`config.mk`:
```
export PLATFORM = sky130hd
export DESIGN_NAME = udp_cmd_dispatcher
export DESIGN_NICKNAME = d
export VERILOG_FILES = /design/src/rtl/udp_cmd_dispatcher.sv
export SDC_FILE = /design/constraint.sdc
export NUM_CORES = 1
export LEC_CHECK = 0
export CAP_MARGIN = 30
export CORE_MARGIN = 10
export CORE_UTILIZATION = 55
export CTS_CLUSTER_SIZE = 10
export DETAILED_ROUTE_END_ITERATION = 8
export GPL_TIMING_DRIVEN = 0
export HOLD_SLACK_MARGIN = 0.06
export PLACE_DENSITY = 0.82
export SLEW_MARGIN = 15
export SYNTH_ARGS = -nofsm -noshare
export SYNTH_HDL_FRONTEND = slang
export SYNTH_SLANG_ARGS = --single-unit
```
`constraint.sdc`:
```
create_clock -name udp_rx_clk -period 10.4 [get_ports udp_rx_clk]
set_input_delay 2.08 -clock udp_rx_clk [delete_from_list [all_inputs] [get_ports udp_rx_clk]]
set_output_delay 2.08 -clock udp_rx_clk [all_outputs]
set_load 0.01 [all_outputs]
```
`src/rtl/udp_cmd_dispatcher.sv`:
```
// udp_cmd_dispatcher
//   Parses UDP command packets and dispatches data-move commands
//   (camera/sdcard -> SDRAM, SDRAM -> HDMI). Holds one active command plus a
//   one-deep pending command, and stays busy until the finish strobe that
//   matches the active command's direction arrives.
//
// Ports
//   udp_rx_clk            in   sole clock
//   reset                 in   synchronous active-low reset
//   app_rx_data_valid     in   payload byte strobe
//   app_rx_data[7:0]      in   payload byte, first byte is byte 0
//   app_rx_data_length    in   payload length in bytes, stable per packet
//   read_finish           in   read-path done (asynchronous)
//   write_finish          in   write-path done (asynchronous)
//   cmd_valid             out  1-cycle pulse: a command became active
//   cmd_drop              out  1-cycle pulse: packet rejected or queue overflow
//   busy                  out  a command is active
//   read_ch               out  read port select
//   write_ch              out  write port select
//   sdram_index           out  SDRAM buffer index
//   sd_card_bmp_read_addr out  SD read address of the active command
module udp_cmd_dispatcher #(
  parameter logic [7:0]  MAGIC      = 8'hA5,
  parameter int          CMD_OFFSET = 2,
  parameter logic [31:0] SD_BASE    = 32'd8484,
  parameter logic [31:0] SD_STRIDE  = 32'd1800,
  parameter int          CH_W       = 2
) (
  input  logic            udp_rx_clk,
  input  logic            reset,
  input  logic            app_rx_data_valid,
  input  logic [7:0]      app_rx_data,
  input  logic [15:0]     app_rx_data_length,
  input  logic            read_finish,
  input  logic            write_finish,
  output logic            cmd_valid,
  output logic            cmd_drop,
  output logic            busy,
  output logic [CH_W-1:0] read_ch,
  output logic [CH_W-1:0] write_ch,
  output logic [CH_W-1:0] sdram_index,
  output logic [31:0]     sd_card_bmp_read_addr
);

  // Only the two low command bytes carry fields; the upper two are reserved.
  localparam logic [15:0] CMD_HI_IDX = 16'(CMD_OFFSET + 2);
  localparam logic [15:0] CMD_LO_IDX = 16'(CMD_OFFSET + 3);
  localparam logic [15:0] MIN_LEN    = 16'(CMD_OFFSET + 4);

  typedef enum logic [0:0] {IDLE, ACTIVE} state_t;

  function automatic logic [31:0] calc_addr(input logic [9:0] idx);
    logic [31:0] idx32;
    idx32 = {22'd0, idx};
    // idx==0 deliberately wraps modulo 2^32
    return (idx32 - 32'd1) * SD_STRIDE + SD_BASE;
  endfunction

  function automatic logic [CH_W-1:0] wr_ch_of(input logic [1:0] t);
    case (t)
      2'd1:    return CH_W'(1);
      2'd2:    return CH_W'(2);
      default: return CH_W'(0);
    endcase
  endfunction

  function automatic logic [CH_W-1:0] rd_ch_of(input logic [1:0] t);
    return (t == 2'd3) ? CH_W'(1) : CH_W'(0);
  endfunction

  logic [15:0] byte_cnt;
  logic        magic_ok;
  logic [7:0]  cmd_hi;
  logic [7:0]  cmd_lo;

  logic        last_byte;
  logic [15:0] word_now;
  logic [3:0]  type_now;
  logic        pkt_ok;
  logic        commit_ok;
  logic        commit_bad;

  // ---- stage p0..p2: finish synchronisers and rising-edge detect ----
  logic rd_fin_p0, rd_fin_p1, rd_fin_p2;
  logic wr_fin_p0, wr_fin_p1, wr_fin_p2;
  logic rd_done, wr_done;

  always_ff @(posedge udp_rx_clk) begin
    if (!reset) begin
      rd_fin_p0 <= 1'b0;
      rd_fin_p1 <= 1'b0;
      rd_fin_p2 <= 1'b0;
      wr_fin_p0 <= 1'b0;
      wr_fin_p1 <= 1'b0;
      wr_fin_p2 <= 1'b0;
    end else begin
      rd_fin_p0 <= read_finish;
      rd_fin_p1 <= rd_fin_p0;
      rd_fin_p2 <= rd_fin_p1;
      wr_fin_p0 <= write_finish;
      wr_fin_p1 <= wr_fin_p0;
      wr_fin_p2 <= wr_fin_p1;
    end
  end

  assign rd_done = rd_fin_p1 & ~rd_fin_p2;
  assign wr_done = wr_fin_p1 & ~wr_fin_p2;

  // ---- byte counter and field capture ----
  assign last_byte = app_rx_data_valid && (app_rx_data_length != 16'd0) &&
                     (byte_cnt == app_rx_data_length - 16'd1);

  always_ff @(posedge udp_rx_clk) begin
    if (!reset) begin
      byte_cnt <= 16'd0;
      magic_ok <= 1'b0;
      cmd_hi   <= 8'd0;
      cmd_lo   <= 8'd0;
    end else if (app_rx_data_length == 16'd0) begin
      byte_cnt <= 16'd0;
    end else if (app_rx_data_valid) begin
      byte_cnt <= last_byte ? 16'd0 : byte_cnt + 16'd1;
      if (byte_cnt == 16'd0)        magic_ok <= (app_rx_data == MAGIC);
      if (byte_cnt == CMD_HI_IDX)   cmd_hi   <= app_rx_data;
      if (byte_cnt == CMD_LO_IDX)   cmd_lo   <= app_rx_data;
    end
  end

  // The final command byte may arrive on the commit cycle itself.
  always_comb begin
    word_now = {cmd_hi, cmd_lo};
    if (byte_cnt == CMD_LO_IDX) word_now = {cmd_hi, app_rx_data};
  end

  assign type_now   = word_now[3:0];
  assign pkt_ok     = magic_ok && (app_rx_data_length >= MIN_LEN) &&
                      ((type_now == 4'd1) || (type_now == 4'd2) || (type_now == 4'd3));
  assign commit_ok  = last_byte && pkt_ok;
  assign commit_bad = last_byte && !pkt_ok;

  // ---- command FSM ----
  state_t      state;
  logic [1:0]  act_type;
  logic        pend_vld;
  logic [1:0]  pend_type;
  logic [1:0]  pend_sdram;
  logic [31:0] pend_addr;

  logic        done_m;
  logic        take_pend;
  logic [1:0]  ld_type;
  logic [1:0]  ld_sdram;
  logic [31:0] ld_addr;
  logic [31:0] new_addr;

  assign done_m    = (act_type == 2'd3) ? rd_done : wr_done;
  assign new_addr  = calc_addr(word_now[15:6]);
  assign take_pend = (state == ACTIVE) && done_m && pend_vld;

  always_comb begin
    ld_type  = word_now[1:0];
    ld_sdram = word_now[5:4];
    ld_addr  = new_addr;
    if (take_pend) begin
      ld_type  = pend_type;
      ld_sdram = pend_sdram;
      ld_addr  = pend_addr;
    end
  end

  always_ff @(posedge udp_rx_clk) begin
    if (!reset) begin
      state                 <= IDLE;
      act_type              <= 2'd0;
      pend_vld              <= 1'b0;
      pend_type             <= 2'd0;
      pend_sdram            <= 2'd0;
      pend_addr             <= 32'd0;
      cmd_valid             <= 1'b0;
      cmd_drop              <= 1'b0;
      busy                  <= 1'b0;
      read_ch               <= '0;
      write_ch              <= '0;
      sdram_index           <= '0;
      sd_card_bmp_read_addr <= 32'd0;
    end else begin
      cmd_valid <= 1'b0;
      cmd_drop  <= commit_bad;
      case (state)
        IDLE: begin
          if (commit_ok) begin
            state                 <= ACTIVE;
            busy                  <= 1'b1;
            cmd_valid             <= 1'b1;
            act_type              <= ld_type;
            write_ch              <= wr_ch_of(ld_type);
            read_ch               <= rd_ch_of(ld_type);
            sdram_index           <= CH_W'(ld_sdram);
            sd_card_bmp_read_addr <= ld_addr;
          end
        end
        ACTIVE: begin
          if (done_m && (pend_vld || commit_ok)) begin
            // Done is retired first, then pending (or the new command) moves up.
            cmd_valid             <= 1'b1;
            act_type              <= ld_type;
            write_ch              <= wr_ch_of(ld_type);
            read_ch               <= rd_ch_of(ld_type);
            sdram_index           <= CH_W'(ld_sdram);
            sd_card_bmp_read_addr <= ld_addr;
            if (pend_vld) begin
              pend_vld   <= commit_ok;
              pend_type  <= word_now[1:0];
              pend_sdram <= word_now[5:4];
              pend_addr  <= new_addr;
            end
          end else if (done_m) begin
            state                 <= IDLE;
            busy                  <= 1'b0;
            act_type              <= 2'd0;
            write_ch              <= '0;
            read_ch               <= '0;
            sdram_index           <= '0;
            sd_card_bmp_read_addr <= 32'd0;
          end else if (commit_ok) begin
            if (!pend_vld) begin
              pend_vld   <= 1'b1;
              pend_type  <= word_now[1:0];
              pend_sdram <= word_now[5:4];
              pend_addr  <= new_addr;
            end else begin
              cmd_drop <= 1'b1;
            end
          end
        end
        default: state <= IDLE;
      endcase
    end
  end

endmodule

```
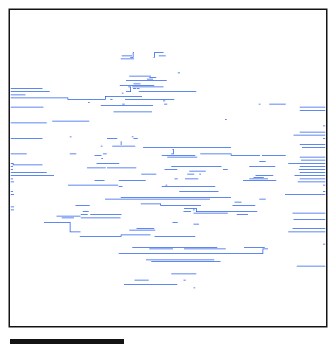
(run_1/layer_met3.png)
Scale bar: 50 µm.
- longest straight run: 62.8 µm
- main direction: horizontal
- wire length on this layer: 1580 µm
- share of all routed wire: 8.0%
count of vias placed by the detailed router: 6856
met3 global-route usage: 0.0464
total wire length after detailed routing: 19.8 mm

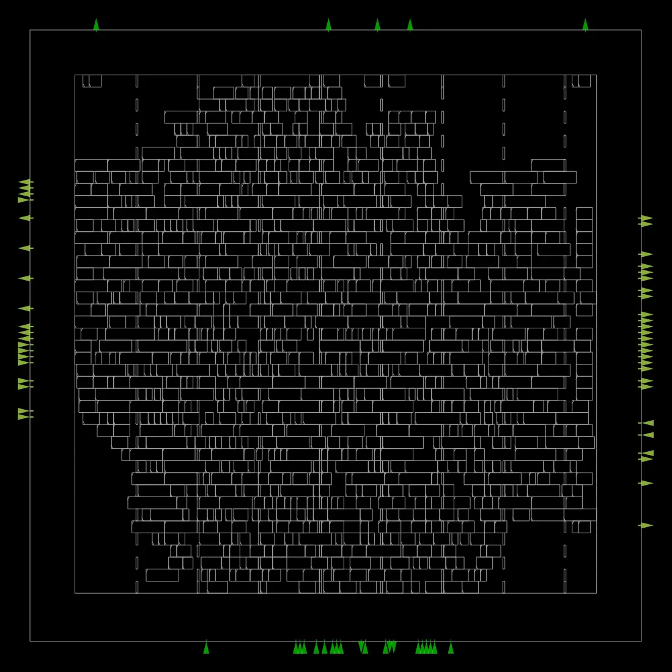
(run_1/placement.png)
Core Util, Final: 0.661
inserted tap cell count: 180
flop count: 115

==> out/metrics.cfg, run 1 <==
[finish]
clkbuf_count = 23
seq_share = 0.253
layout_top_cells = 115 x dfxtp_1, 81 x nor2_1, 67 x inv_1
layout_top_registers = pend_addr (30), sd_card_bmp_read_addr (30), byte_cnt (16)
layout.non_clock_buffers = 104

[yosys]
ys.warnings.count = 0
register_share_after_synthesis = 0.301
summed_instance_area_of_the_synthesized_netlist_mm2 = 0.00766
netlist_instances = 884
proportion_of_netlist_area_held_by_the_largest_area_contributor = 0.301
yosys.stat.chipArea_mm2 = 0.00766
common_cells = 115 x dfxtp_1, 81 x nor2_1, 67 x inv_1, 65 x nand2_1, 49 x mux2i_1
edf_count = 0
ys_async_sr_fraction = 0
combinational_family_with_the_most_area_after_synthesis = simple AND/OR/NAND/NOR gates
yosysUniqueCellTypes = 80
fa_ha_area_frac = 0.117

[run]
max_cap_viol_count = 0

[critical_path]
critPathRequiredTime_ps = 10680
worst_path_max_fanout = 8
r2r_setup_slack_ps = 2500
timing.critical_path.slowest_stage_cell = fa_1
setup.worst_path.start = app_rx_data[7]
critical-path-max-stage-delay_ps = 570
setup.worst_path.start_class = input port
crit_arrival_ps = 9020

[floorplan]
x_dimension_of_the_die_um = 138
fp_util = 0.556
standard_cell_rows = 43

[grt]
global_route.usage.met1 = 0.266
global_route.overflow_total = 0

[sta]
slew_headroom = 0.258
timing.final.max_slew_violations = 0
fmax_ghz = 0.115

[power_and_ir_drop]
power.sequential.total_uw = 445
power.largest_group = combinational logic
pwr-share-clk = 0.347
seq_power_share = 0.258
switching_power_uw = 622
power_frac_comb = 0.395

[clocking]
cts-resized-gates = 0
cts.repair_timing.setup_buffer_count = 0
clock_tree.root_cell = clkbuf_16
clock_tree_from_tritoncts = yes

[routing]
detail_route.drc_violations = 0
routed-wl-met3_mm = 1.58

[outcome]
run_status = finished, final reports clean

[min_path]
worstHoldStart = pend_addr[24]

[placed_design]
gp_congestion = 0.957

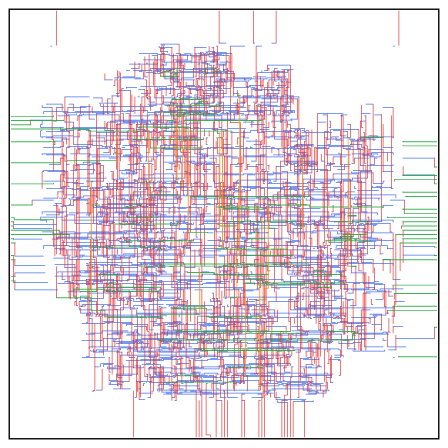
(run_1/wires.png)
- metal 1: blue (wire length 8660 µm)
- metal 2: red (wire length 9100 µm)
- metal 4: orange (wire length 471 µm)
- metal 3: green (wire length 1580 µm)
Total GRT Usage: 0.210
routed wirelength normalized by instance count: 17.1 µm

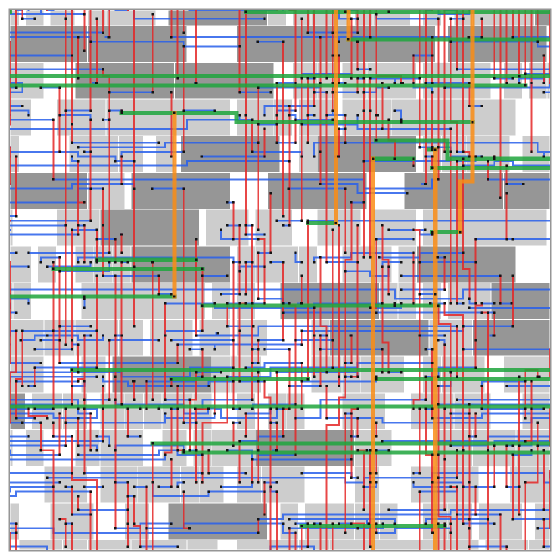
(run_1/detail.png)
Window x 49 to 89, y 21 to 61 µm. Cells in gray, sequential cells in the stronger gray; small squares are vias.
- metal 2: red
- metal 3: green
- metal 1: blue
- metal 4: orange
- netlist names of flops here include: `byte_cnt` (10), `cmd_hi` (2), `cmd_lo` (2)
- sequential cells in the window: 23
- cells with their middle in the window: 134
- most frequent: dfxtp_1 (23), nor2_1 (18)

==> run_1/clk_routes.png <==
Scale bar: 50 µm.
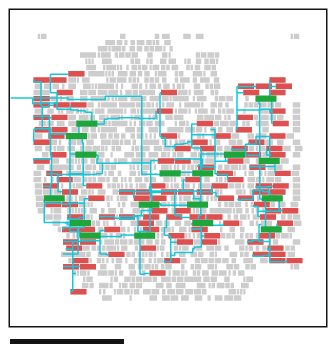

## Run 2: what changed since run 1
CORE_UTILIZATION = 53   (was 55)
clock period = 7.45 ns   (was 10.4 ns; I/O delays follow)
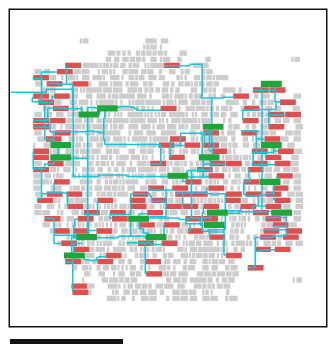
(run_2/clk_routes.png)
Scale bar: 50 µm.
- clock wires: cyan (length 1590 µm)
- flip-flops: red (count 115)
- clock drivers: green (count 17)
- routed clock nets: 18
Clock group: 785 µW
worst skew pair latency: 420 ps
fraction of power consumed by the clock network: 0.319
clock tree skew after final layout: 11.1 ps

==> out/metrics.cfg, run 2 <==
[floorplan]
fp_util = 0.545  ; was 0.556
standard_cell_rows = 43  ; unchanged
well_tap_count = 180  ; unchanged
x_dimension_of_the_die_um = 140  ; was 138 µm

[finish]
layout_top_registers = pend_addr (30), sd_card_bmp_read_addr (30), byte_cnt (16)  ; unchanged
seq_share = 0.250  ; was 0.253
layout_top_cells = 115 x dfxtp_1, 81 x nor2_1, 66 x inv_1  ; was 115 x dfxtp_1, 81 x nor2_1, 67 x inv_1
layout.non_clock_buffers = 109  ; was 104
core_util_final = 0.656  ; was 0.661
flops = 115  ; unchanged
clkbuf_count = 23  ; unchanged

[yosys]
yosys.stat.chipArea_mm2 = 0.00766  ; unchanged
edf_count = 0  ; unchanged
ys.warnings.count = 0  ; unchanged
summed_instance_area_of_the_synthesized_netlist_mm2 = 0.00766  ; unchanged
fa_ha_area_frac = 0.117  ; unchanged
netlist_instances = 884  ; unchanged
common_cells = 115 x dfxtp_1, 81 x nor2_1, 67 x inv_1, 65 x nand2_1, 49 x mux2i_1  ; unchanged
combinational_family_with_the_most_area_after_synthesis = simple AND/OR/NAND/NOR gates  ; unchanged
proportion_of_netlist_area_held_by_the_largest_area_contributor = 0.301  ; unchanged
ys_async_sr_fraction = 0  ; unchanged

[routing]
detail_route.drc_violations = 0  ; unchanged
routed-wl-met3_mm = 1.57  ; was 1.58 mm
route.detailed.wl_per_inst_um = 17.6  ; was 17.1 µm
routed-via-count = 6874  ; was 6856

[power_and_ir_drop]
seq_power_share = 0.252  ; was 0.258
power.largest_group = combinational logic  ; unchanged

[critical_path]
setup.worst_path.start = app_rx_data[7]  ; unchanged
critPathRequiredTime_ps = 7750  ; was 10680 ps
crit_arrival_ps = 7530  ; was 9020 ps
timing.critical_path.slowest_stage_cell = or4_1  ; was fa_1

[outcome]
run_status = finished, final reports clean  ; unchanged

[placed_design]
gp_congestion = 0.922  ; was 0.957

[sta]
timing.final.max_slew_violations = 0  ; unchanged
fmax_ghz = 0.138
slew_headroom = 0.371  ; was 0.258

[clocking]
cts-resized-gates = 9  ; was 0
cts.repair_timing.setup_buffer_count = 2  ; was 0

[min_path]
worstHoldStart = wr_fin_p0  ; was pend_addr[24]

[grt]
global_route.usage.met1 = 0.262  ; was 0.266
track_usage = 0.204  ; was 0.210
globalRouteMet3Util = 0.0531  ; was 0.0464

## Run 3: what changed since run 2
SLEW_MARGIN = 10   (was 15)
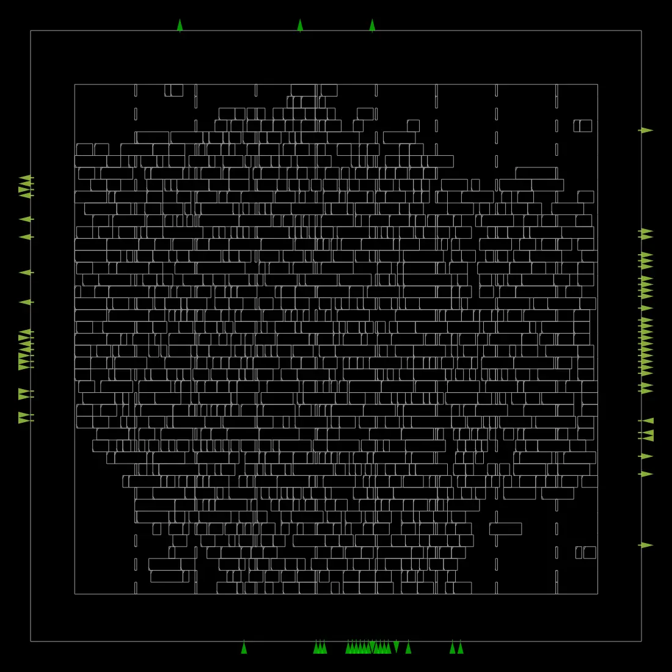
(run_3/placement.png)
Fillers: 1122
Core Util, Final: 0.656
core region area: 0.0140 mm²
number of non-filler instances in the completed layout: 1161
standard-cell rows: 43

==> out/metrics.cfg, run 3 <==
[yosys]
proportion_of_netlist_area_held_by_the_largest_area_contributor = 0.301  ; unchanged
fa_ha_area_frac = 0.117  ; unchanged
edf_count = 0  ; unchanged
ys.warnings.count = 0  ; unchanged
register_share_after_synthesis = 0.301  ; unchanged
combinational_family_with_the_most_area_after_synthesis = simple AND/OR/NAND/NOR gates  ; unchanged
common_cells = 115 x dfxtp_1, 81 x nor2_1, 67 x inv_1, 65 x nand2_1, 49 x mux2i_1  ; unchanged
yosys.stat.chipArea_mm2 = 0.00766  ; unchanged
summed_instance_area_of_the_synthesized_netlist_mm2 = 0.00766  ; unchanged
ys_async_sr_fraction = 0  ; unchanged
netlist_instances = 884  ; unchanged

[power_and_ir_drop]
power_frac_comb = 0.428  ; about the same
clockNetworkPower_uw = 785  ; about the same
seq_power_share = 0.252  ; about the same
switching_power_uw = 910  ; unchanged
power.largest_group = combinational logic  ; unchanged
power.sequential.total_uw = 621  ; about the same
pwr-share-clk = 0.319  ; about the same

[run]
max_cap_viol_count = 0  ; unchanged

[finish]
signal_buffer_area_fraction = 0.0948  ; unchanged
dominant_kind_of_cell = logic gates  ; unchanged
layout_top_registers = pend_addr (30), sd_card_bmp_read_addr (30), byte_cnt (16)  ; unchanged
flops = 115  ; unchanged
logic_gate_count = 659  ; unchanged
seq_share = 0.250  ; unchanged
layout.non_clock_buffers = 109  ; unchanged

[clocking]
clock_tree_from_tritoncts = yes  ; unchanged
cts.repair_timing.setup_buffer_count = 2  ; unchanged
clock_tree.root_cell = clkbuf_16  ; unchanged
cts-resized-gates = 9  ; unchanged
clk_latency_ps = 420  ; about the same

[routing]
route.detailed.wl_per_inst_um = 17.6  ; unchanged
routed-wl-met3_mm = 1.57  ; unchanged
detail_route.drc_violations = 0  ; unchanged
postRouteWirelength_mm = 20.4  ; unchanged
routed-via-count = 6874  ; unchanged
dr.first_iter.drc_count = 700  ; unchanged

[outcome]
run_status = finished, final reports clean  ; unchanged

[critical_path]
setup.worst_path.start_class = input port  ; unchanged
r2r_setup_slack_ps = 310  ; about the same
critPathRequiredTime_ps = 7750  ; about the same
worst_path_max_fanout = 8  ; unchanged
critical-path-max-stage-delay_ps = 550  ; about the same

[min_path]
worstHoldStart = wr_fin_p0  ; unchanged

[floorplan]
fp_util = 0.545  ; unchanged
x_dimension_of_the_die_um = 140  ; unchanged

[sta]
timing.final.max_slew_violations = 0  ; unchanged

[grt]
global_route.usage.met1 = 0.262  ; unchanged
track_usage = 0.204  ; unchanged

[placed_design]
gp_congestion = 0.922  ; unchanged

No activity file was given, so power comes from the tool's default toggle rates.
